Design pipe_stage_skid, sky130hd; sources not shown.
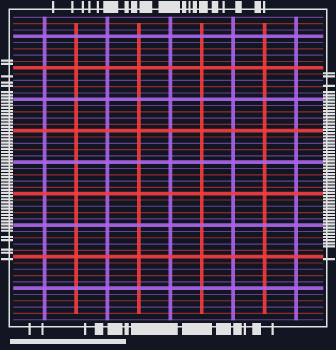
*PDN straps and rails, run 1*
The bar under the picture is 50 µm long. Pins as bars on the die edge.
red -> VDD
purple -> VSS
rows = 48
met5 straps = 9
met1 rails = 49
core footprint: 17,500 µm²
floorplan die height: 136 µm
maximum resistive drop on vdd: 0.851 mV
die width: 136 µm

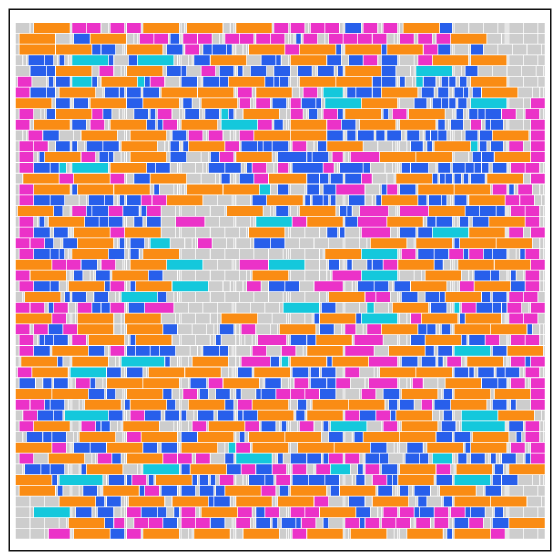
*Cell classes on the final placement, run 1*
Fill, decap, tap and diode cells in grey.
blue -> remaining logic cells  # cells 494
orange -> registers  # cells 228
cyan -> clock drivers and dummy loads  # cells 44
magenta -> remaining buffers and delay cells  # cells 263
utilization after layout: 76.9%
std cell rows: 48
flip-flop and latch share of the layout cell area: 42.4%

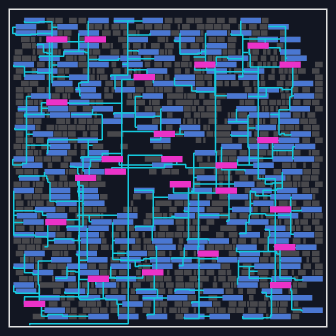
*Clock distribution, run 1*
blue -> flip-flops  # count 228
cyan -> clock wires  # length 2,760 µm
magenta -> clock-net drivers  # count 24
routed clock nets = 25
clk_lat worst skew: 0.51 ns
worst clock skew: 0.0121 ns
clock network fraction of design power: 21.5%
power drawn by the clock network: 3.55 mW

==> results.rst, run 1 <==
Synthesis and place-and-route
=============================

.. list-table::
   :header-rows: 1

   * - Metric
     - Value
   * - Ao+oa area frac
     - 7.34%
   * - Total number of yosys warnings
     - 0
   * - Final-layout clock-cell area share
     - 6.44%
   * - First-pass detailed-route iteration total
     - 5
   * - R2R setup slack
     - 0.67 ns
   * - Number of tap cells added at floorplan
     - 225
   * - Met2 layer wire length in the routed design
     - 11.1 mm
   * - Mux cell area share after synthesis
     - 22.9%
   * - Total congestion overflow after global routing
     - 0
   * - Clock buffers created by TritonCTS
     - 24
   * - Fill count
     - 1,098
   * - Most Used Layer, Global Route
     - met2
   * - Fraction of area in multi-input gates
     - 25.6%
   * - Power consumed by sequential cells
     - 5.84 mW
   * - Cell class contributing the biggest share of worst-path delay
     - buffers and inverters
   * - Count of distinct cell types in the synthesized netlist
     - 40
   * - Antenna violations before repair
     - 2
   * - Final cycle utilization of the critical path
     - 97.9%
   * - Total number of H-tree levels
     - 1
   * - Comb power frac
     - 43.2%
   * - Non-filler cells in the finished layout
     - 1,255
   * - Count of final hold-check violations
     - 0
   * - Area of the mapped netlist
     - 9760 µm²
   * - Simple-gate portion of the synthesized area
     - 3.26%
   * - Clock tree from TritonCTS
     - built
   * - Clock-pin slew on the worst setup and hold paths
     - 0.06 ns
   * - Number of buffers on the longest clock path
     - 3
   * - Chip area line of the yosys report
     - 9760 µm²
   * - Required time worst endpoint
     - 1.89 ns
   * - Clock tree root driver cell
     - sky130_fd_sc_hd__clkbuf_16
   * - Outcome
     - completed
   * - Endpoint arrival time on the critical path
     - 1.83 ns
   * - Largest non-sequential cell family by area
     - multiplexers
   * - Leak Pwr
     - 5.98 nW
   * - Placed cell count
     - 1,210
   * - Met1 wire length
     - 9.58 mm
   * - Highest routing layer actually used
     - met5
   * - Internal Pwr Total
     - 9.96 mW
   * - Top Layout Cells
     - sky130_fd_sc_hd__clkdlybuf4s50_1 (228), sky130_fd_sc_hd__dfrtp_1 (227), sky130_fd_sc_hd__mux2i_1 (104), sky130_fd_sc_hd__inv_1 (103), sky130_fd_sc_hd__o22ai_1 (101)
   * - Post-synth top area share
     - 58.2%
   * - Kind of end point of the critical path
     - primary output
   * - Top pwr grp
     - combinational cells
   * - Post-synthesis cell count
     - 768
   * - NonClk Buf Share
     - 20.6%
   * - RSZ-0062 raised after global routing
     - no
   * - Post-synth ARST share
     - 100%
   * - Post-DP HPWL
     - 15.0 mm
   * - Max stage delay on crit path
     - 0.85 ns
   * - Most frequently placed logic cell in the final layout
     - sky130_fd_sc_hd__clkdlybuf4s50_1
   * - Vias in the first global route
     - 7,077
   * - Total count of max-transition violations in the final report
     - 0
   * - Pwr dens
     - 1230 nW/µm²
   * - Initial DRC count
     - 277
   * - Final number of setup-violating endpoints
     - 0
   * - Final standard cell area without fillers
     - 13,400 µm²
   * - Plain + repair buffers
     - 263
   * - Core Util at FP
     - 55.9%
   * - Clock period minus final worst setup slack
     - 2.64 ns
   * - Met3 Wirelength
     - 1.31 mm
   * - Max Cap Violations
     - 0
   * - Met1 demand-to-capacity share in global routing
     - 31.8%
   * - Met2 track utilization from global routing
     - 41.2%
   * - Dominant synthesized flop cell
     - sky130_fd_sc_hd__dfrtp_1
   * - Logic Gate Count
     - 391
   * - Register cell area after layout
     - 5710 µm²
   * - Power drawn by the combinational cells
     - 7.15 mW
   * - Count of inserted antenna diode cells
     - 1
==> run 2: changes to the inputs <==
--- a/config.mk
+++ b/config.mk
@@ -8,6 +8,7 @@
 export CORE_UTILIZATION = 54
 export DETAILED_ROUTE_END_ITERATION = 10
 export PLACE_DENSITY = 0.85
+export SKIP_CTS_REPAIR_TIMING = 1
 export SKIP_LAST_GASP = 1
 export SLEW_MARGIN = 30
 export SYNTH_ARGS = -nofsm -noshare
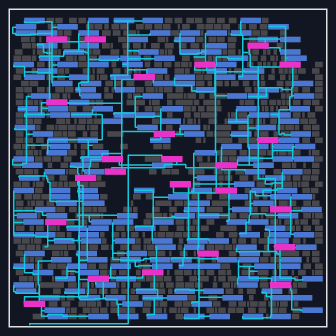
*Clock distribution, run 2*
magenta -> clock-net drivers  # count 24
blue -> flip-flops  # count 228
cyan -> clock wires  # length 2,760 µm
flops lie = all over the die
routed clock nets = 25

==> run 2 against run 1 <==
Die area did not move. Synthesized cell count unchanged. Combinational power about the same. Critical path depth stayed put. Flip-flop count is the same. Largest power group unchanged. Highest routed layer unchanged.
==> results.rst, run 2 <==
Synthesis and place-and-route
=============================

.. list-table::
   :header-rows: 1

   * - Metric
     - Value
   * - Outcome
     - completed (unchanged)
   * - Final standard cell area without fillers
     - 13,500 µm² (was 13,400 µm²)
   * - Clock network fraction of design power
     - 21.5% (about the same)
   * - Leak Pwr
     - 5.98 nW (about the same)
   * - Synth Area in XOR/XNOR
     - 1.35% (unchanged)
   * - Mux cell area share after synthesis
     - 22.9% (unchanged)
   * - Max Cap Violations
     - 0 (unchanged)
   * - Per-instance average area after synthesis
     - 12.7 µm² (unchanged)
   * - Antenna violations before repair
     - 2 (unchanged)
   * - Post-synthesis cell count
     - 768 (unchanged)
   * - Met2 layer wire length in the routed design
     - 11.1 mm (unchanged)
   * - Std cell rows
     - 48 (unchanged)
   * - Most frequently placed logic cell in the final layout
     - sky130_fd_sc_hd__clkdlybuf4s50_1 (unchanged)
   * - Largest non-sequential cell family by area
     - multiplexers (unchanged)
   * - Seq pwr share
     - 35.3% (about the same)
   * - Cell class contributing the biggest share of worst-path delay
     - buffers and inverters (unchanged)
   * - Flip-flop and latch share of the layout cell area
     - 42.4% (about the same)
   * - Clock tree root driver cell
     - sky130_fd_sc_hd__clkbuf_16 (unchanged)
   * - Clock-pin slew on the worst setup and hold paths
     - 0.06 ns (about the same)
   * - Core footprint
     - 17,500 µm² (unchanged)
   * - Plain + repair buffers
     - 263 (unchanged)
   * - Clock sink total
     - 228 (unchanged)
   * - Chip area line of the yosys report
     - 9760 µm² (unchanged)
   * - Total number of yosys warnings
     - 0 (unchanged)
   * - Post-DP HPWL
     - 15.0 mm (unchanged)
   * - Initial DRC count
     - 277 (unchanged)
   * - R2R setup slack
     - 0.67 ns (about the same)
   * - Non-filler cells in the finished layout
     - 1,255 (unchanged)
   * - Top Layout Cells
     - sky130_fd_sc_hd__clkdlybuf4s50_1 (228), sky130_fd_sc_hd__dfrtp_1 (227), sky130_fd_sc_hd__mux2i_1 (104), sky130_fd_sc_hd__inv_1 (103), sky130_fd_sc_hd__o22ai_1 (101) (unchanged)
   * - Final number of setup-violating endpoints
     - 0 (unchanged)
   * - Core Util at FP
     - 55.9% (unchanged)
   * - Clock period minus final worst setup slack
     - 2.64 ns (unchanged)
   * - Dominant synthesized flop cell
     - sky130_fd_sc_hd__dfrtp_1 (unchanged)
   * - Dpl cell area
     - 12,600 µm² (unchanged)
   * - Max stage delay on crit path
     - 0.85 ns (about the same)
   * - Fill count
     - 1,096 (was 1,098)
   * - Final cycle utilization of the critical path
     - 97.9% (unchanged)
   * - Register cell area after layout
     - 5710 µm² (unchanged)
   * - Post-synth top area share
     - 58.2% (unchanged)
   * - Total congestion overflow after global routing
     - 0 (unchanged)
   * - Highest routing layer actually used
     - met5 (unchanged)
   * - Number of buffers on the longest clock path
     - 3 (unchanged)
   * - RSZ-0062 raised after global routing
     - no (unchanged)
   * - Post-synth ARST share
     - 100% (unchanged)
   * - Met3 Wirelength
     - 1.31 mm (unchanged)
   * - Power drawn by the combinational cells
     - 7.15 mW (about the same)
   * - Top pwr grp
     - combinational cells (unchanged)
   * - Ao+oa area frac
     - 7.34% (unchanged)
   * - Die width
     - 136 µm (unchanged)
   * - Total number of H-tree levels
     - 1 (unchanged)
   * - Total count of max-transition violations in the final report
     - 0 (unchanged)
   * - Internal Pwr Total
     - 9.96 mW (about the same)
   * - Required time worst endpoint
     - 1.89 ns (about the same)
   * - Final-layout clock-cell area share
     - 6.44% (about the same)
   * - Fraction of area in multi-input gates
     - 25.6% (about the same)
   * - DRC violation count after routing
     - 0 (unchanged)
   * - First-pass detailed-route iteration total
     - 5 (unchanged)
   * - Cell accounting for the most synthesized area
     - sky130_fd_sc_hd__dfrtp_1 (unchanged)
   * - Power drawn by the clock network
     - 3.55 mW (about the same)
   * - NonClk Buf Share
     - 20.6% (about the same)
   * - CP Launch Type
     - flip-flop (unchanged)
   * - Number of tap cells added at floorplan
     - 225 (unchanged)
   * - Clock tree from TritonCTS
     - built (unchanged)
   * - Logic Gate Count
     - 391 (unchanged)
   * - Maximum resistive drop on vdd
     - 0.851 mV (unchanged)
   * - Simple-gate portion of the synthesized area
     - 3.26% (unchanged)
   * - Vias in the first global route
     - 7,077 (unchanged)
   * - Met1 demand-to-capacity share in global routing
     - 31.8% (unchanged)
   * - Power consumed by sequential cells
     - 5.84 mW (about the same)
   * - Met1 wire length
     - 9.58 mm (about the same)
   * - Placed cell count
     - 1,210 (unchanged)
   * - Area of the mapped netlist
     - 9760 µm² (unchanged)
Power is estimated from default activity; no workload was simulated.
